**src/rtl/clkgen_pkg.sv**
```systemverilog
// Shared defaults and watchdog state encoding for the multi-channel tick generator.
package clkgen_pkg;
    localparam int DIV_W_DEF = 16;
    localparam int TMO_W_DEF = 32;

    localparam logic [1:0] WD_IDLE = 2'd0;
    localparam logic [1:0] WD_RUN  = 2'd1;
    localparam logic [1:0] WD_DONE = 2'd2;
endpackage

```
**src/rtl/clk_div_chan.sv**
```systemverilog
// One divider channel: programmable half-period, 50% square wave, tick on each rising edge.
module clk_div_chan
    import clkgen_pkg::*;
#(
    parameter int DIV_W = DIV_W_DEF
) (
    input  logic             clk,
    input  logic             rst_n,
    input  logic             en_i,
    input  logic [DIV_W-1:0] half_div_i,
    input  logic             load_i,
    output logic             clk_out_o,
    output logic             tick_o
);
    localparam logic [DIV_W-1:0] ONE = DIV_W'(1);

    logic [DIV_W-1:0] act_q, act_d;
    logic [DIV_W-1:0] sh_q, sh_d;
    logic [DIV_W-1:0] cnt_q, cnt_d;
    logic             clk_q, clk_d;
    logic             tick_q, tick_d;
    logic             boundary;

    assign boundary = (cnt_q == act_q - ONE);

    // The active ratio only follows the shadow at a half-period boundary (or while
    // disabled), so a mid-period reload never shortens the half in progress.
    always_comb begin
        sh_d   = sh_q;
        act_d  = act_q;
        cnt_d  = cnt_q;
        clk_d  = clk_q;
        tick_d = 1'b0;
        if (load_i)
            sh_d = (half_div_i == '0) ? ONE : half_div_i;
        if (!en_i) begin
            cnt_d = '0;
            clk_d = 1'b0;
            act_d = sh_q;
        end else if (boundary) begin
            cnt_d  = '0;
            clk_d  = ~clk_q;
            tick_d = ~clk_q;
            act_d  = sh_q;
        end else begin
            cnt_d = cnt_q + ONE;
        end
    end

    always_ff @(posedge clk or negedge rst_n) begin
        if (!rst_n) begin
            act_q  <= ONE;
            sh_q   <= ONE;
            cnt_q  <= '0;
            clk_q  <= 1'b0;
            tick_q <= 1'b0;
        end else begin
            act_q  <= act_d;
            sh_q   <= sh_d;
            cnt_q  <= cnt_d;
            clk_q  <= clk_d;
            tick_q <= tick_d;
        end
    end

    assign clk_out_o = clk_q;
    assign tick_o    = tick_q;
endmodule

```
**src/rtl/multi_clk_tick_gen.sv**
```systemverilog
// N divider channels plus a run-length watchdog that flags done after tmo_limit cycles.
module multi_clk_tick_gen
    import clkgen_pkg::*;
#(
    parameter int CH    = 4,
    parameter int DIV_W = DIV_W_DEF,
    parameter int TMO_W = TMO_W_DEF
) (
    input  logic                clk,
    input  logic                rst_n,
    input  logic [CH-1:0]       ch_en,
    input  logic [CH*DIV_W-1:0] half_div,
    input  logic [CH-1:0]       div_load,
    output logic [CH-1:0]       clk_out,
    output logic [CH-1:0]       tick,
    input  logic [TMO_W-1:0]    tmo_limit,
    input  logic                tmo_start,
    output logic                tmo_run,
    output logic                tmo_done
);
    localparam logic [TMO_W-1:0] ONE_T = TMO_W'(1);

    for (genvar i = 0; i < CH; i++) begin : g_ch
        clk_div_chan #(.DIV_W(DIV_W)) u_chan (
            .clk        (clk),
            .rst_n      (rst_n),
            .en_i       (ch_en[i]),
            .half_div_i (half_div[i*DIV_W +: DIV_W]),
            .load_i     (div_load[i]),
            .clk_out_o  (clk_out[i]),
            .tick_o     (tick[i])
        );
    end

    logic [1:0]       st_q, st_d;
    logic [TMO_W-1:0] wcnt_q, wcnt_d;

    // Limit is compared live; a limit of zero completes on the first RUN cycle.
    always_comb begin
        st_d   = st_q;
        wcnt_d = wcnt_q;
        if (tmo_start) begin
            st_d   = WD_RUN;
            wcnt_d = '0;
        end else if (st_q == WD_RUN) begin
            if (tmo_limit == '0 || wcnt_q == tmo_limit - ONE_T)
                st_d = WD_DONE;
            else
                wcnt_d = wcnt_q + ONE_T;
        end
    end

    always_ff @(posedge clk or negedge rst_n) begin
        if (!rst_n) begin
            st_q   <= WD_IDLE;
            wcnt_q <= '0;
        end else begin
            st_q   <= st_d;
            wcnt_q <= wcnt_d;
        end
    end

    assign tmo_run  = (st_q == WD_RUN);
    assign tmo_done = (st_q == WD_DONE);
endmodule

```
**config.mk**
```make
export PLATFORM = sky130hd
export DESIGN_NAME = multi_clk_tick_gen
export DESIGN_NICKNAME = d
export VERILOG_FILES = /design/src/rtl/clkgen_pkg.sv /design/src/rtl/clk_div_chan.sv /design/src/rtl/multi_clk_tick_gen.sv
export SDC_FILE = /design/constraint.sdc
export NUM_CORES = 1
export LEC_CHECK = 0
export CELL_PAD_IN_SITES_DETAIL_PLACEMENT = 1
export CELL_PAD_IN_SITES_GLOBAL_PLACEMENT = 1
export CORE_MARGIN = 2
export CORE_UTILIZATION = 42
export DETAILED_ROUTE_END_ITERATION = 12
export GPL_TIMING_DRIVEN = 1
export PLACE_DENSITY = 0.84
export SLEW_MARGIN = 20
export SYNTH_ARGS = -nofsm -noshare
export SYNTH_HDL_FRONTEND = slang
export SYNTH_SLANG_ARGS = --single-unit
```
**constraint.sdc**
```tcl
create_clock -name clk -period 3.25 [get_ports clk]
set_input_delay 0.325 -clock clk [delete_from_list [all_inputs] [get_ports clk]]
set_output_delay 0.325 -clock clk [all_outputs]
set_load 0.005 [all_outputs]
```
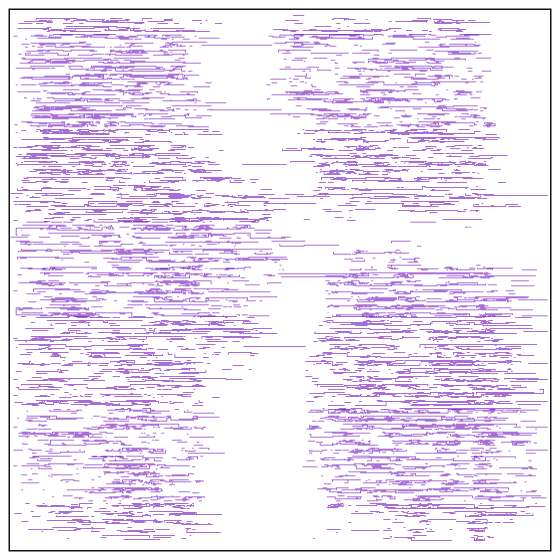
**Above:** run 1 (the metal 1 layer).
nets with wire on the layer	1555
main direction	horizontal
wire length on this layer	18000 um
share of all routed wire	42%
grt met1 use: 30.7%
Post-Route WL: 43000 um

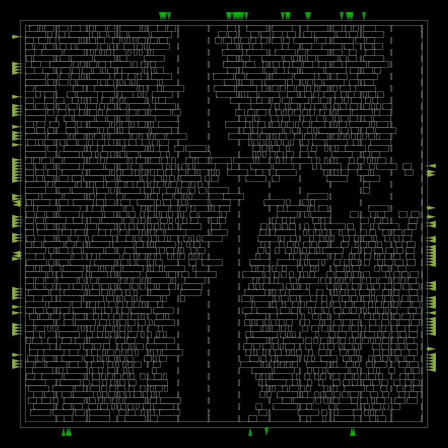
**Above:** run 1 (cell placement).
number of tap instances: 442
Seq/total area: 34.1%
registers: 234
num rows: 66
# fillers: 3456

==> impl_metrics.ini <==
; physical design summary
[run_status]
outcome = finished clean

[final_layout]
post-route-util_pct = 53.3
final_cells = 2019
inv_count = 23
comb_area_um2 = 7580
area_dominant_class = logic gates
comb_cells = 1032
clock_area_share_pct = 5.26
final_area_um2 = 17200
clock_buffers = 37
mostFrequentLayoutCells = dfrtp_1 (226), nor2_1 (125), mux2_2 (121), clkdlybuf4s50_1 (115), buf_4 (112)
synthToLayoutAreaGrowth_pct = 25.7

[synth]
ys_cells = 1362
top_cells_by_area = dfrtp_1 (41%), mux2_2 (9.9%), xnor2_1 (6.3%)
syn_area_per_cell_um2 = 10.1
adder_share_pct = 1.00
synth.mux.area_fraction_pct = 12.4
edf_count = 0

[cts]
insertion_delay_ns = 0.55
cts_buffers = 27
cts_tree = done
cts.reportedPaths.clkPinSlew_ns = 0.07
cts_root_buf = clkbuf_16

[grt]
grt_pass1_vias = 12600
use_met3_pct = 3.10
grt_max_degree = 89

[drt]
top_layer = met4
firstDrtPassIters = 5
wl_met3_um = 1890

[worst_setup_path]
reg2reg_slack_ns = 0.008
critPathLaunch = g_ch[1].u_chan.act_q[2]
ff2ff_path_depth = 11
crit_arrival_ns = 3.67
r2r-start = g_ch[1].u_chan.act_q[2]
critical_path_class = reg -> reg
startpoint_type = flop
endpoint_kind = flop

[die]
pin_count = 117
die_width_um = 185

[place]
io_buffers = 116
dpl_worst_slack_ns = -0.385

[sta]
fmax_mhz = 308
tns_ns = 0
fin_ws_ns = 0.00840
worst_pin_slew_ns = 0.844

[hold_path]
hold_path_class = in -> async

[power]
total_power_uw = 7940
p_per_area_nw_per_um2 = 461
irDropWorstVdd_mv = 0.525
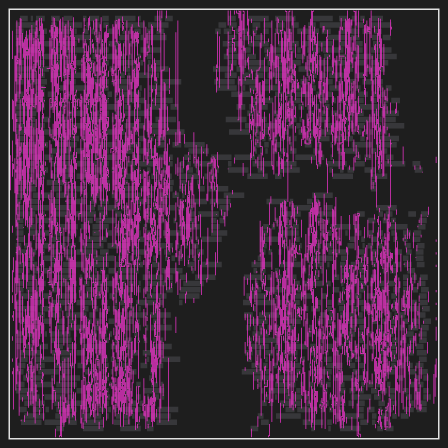
**Above:** run 1 (metal 2).
wire length on this layer	21.7 mm
main direction	vertical
nets with wire on the layer	1581
share of all routed wire	50%
Vias: 11700
GRT met2 Usage: 42.9%

## run 1: critical path, stage by stage, from the launching register on
cell,delay (ns)
dfrtp_1,0.41
buf_4,0.18
nor4_2,0.41
buf_4,0.19
nand4_1,0.27
xnor2_1,0.28
mux2i_1,0.19
a21oi_1,0.11
a211o_1,0.32
o21ai_4,0.21
buf_12,0.18
mux2_2,0.37
## run 1: report_power, final
part / total, uW / internal, uW / switching, uW
clock: 3150 / 1830 / 1320
combinational: 1370 / 683 / 683
sequential: 3420 / 3140 / 286
total: 7940 / 5650 / 2290
## run 1: sequential cells by signal (all words and copies together), names as in the netlist
signal,count
g_ch.u_chan.clk_out_o,4
g_ch.u_chan.cnt_q,64
g_ch.u_chan.act_q,64
g_ch.u_chan.sh_q,64
st_q,2
wcnt_q,32
g_ch.u_chan.tick_o,4
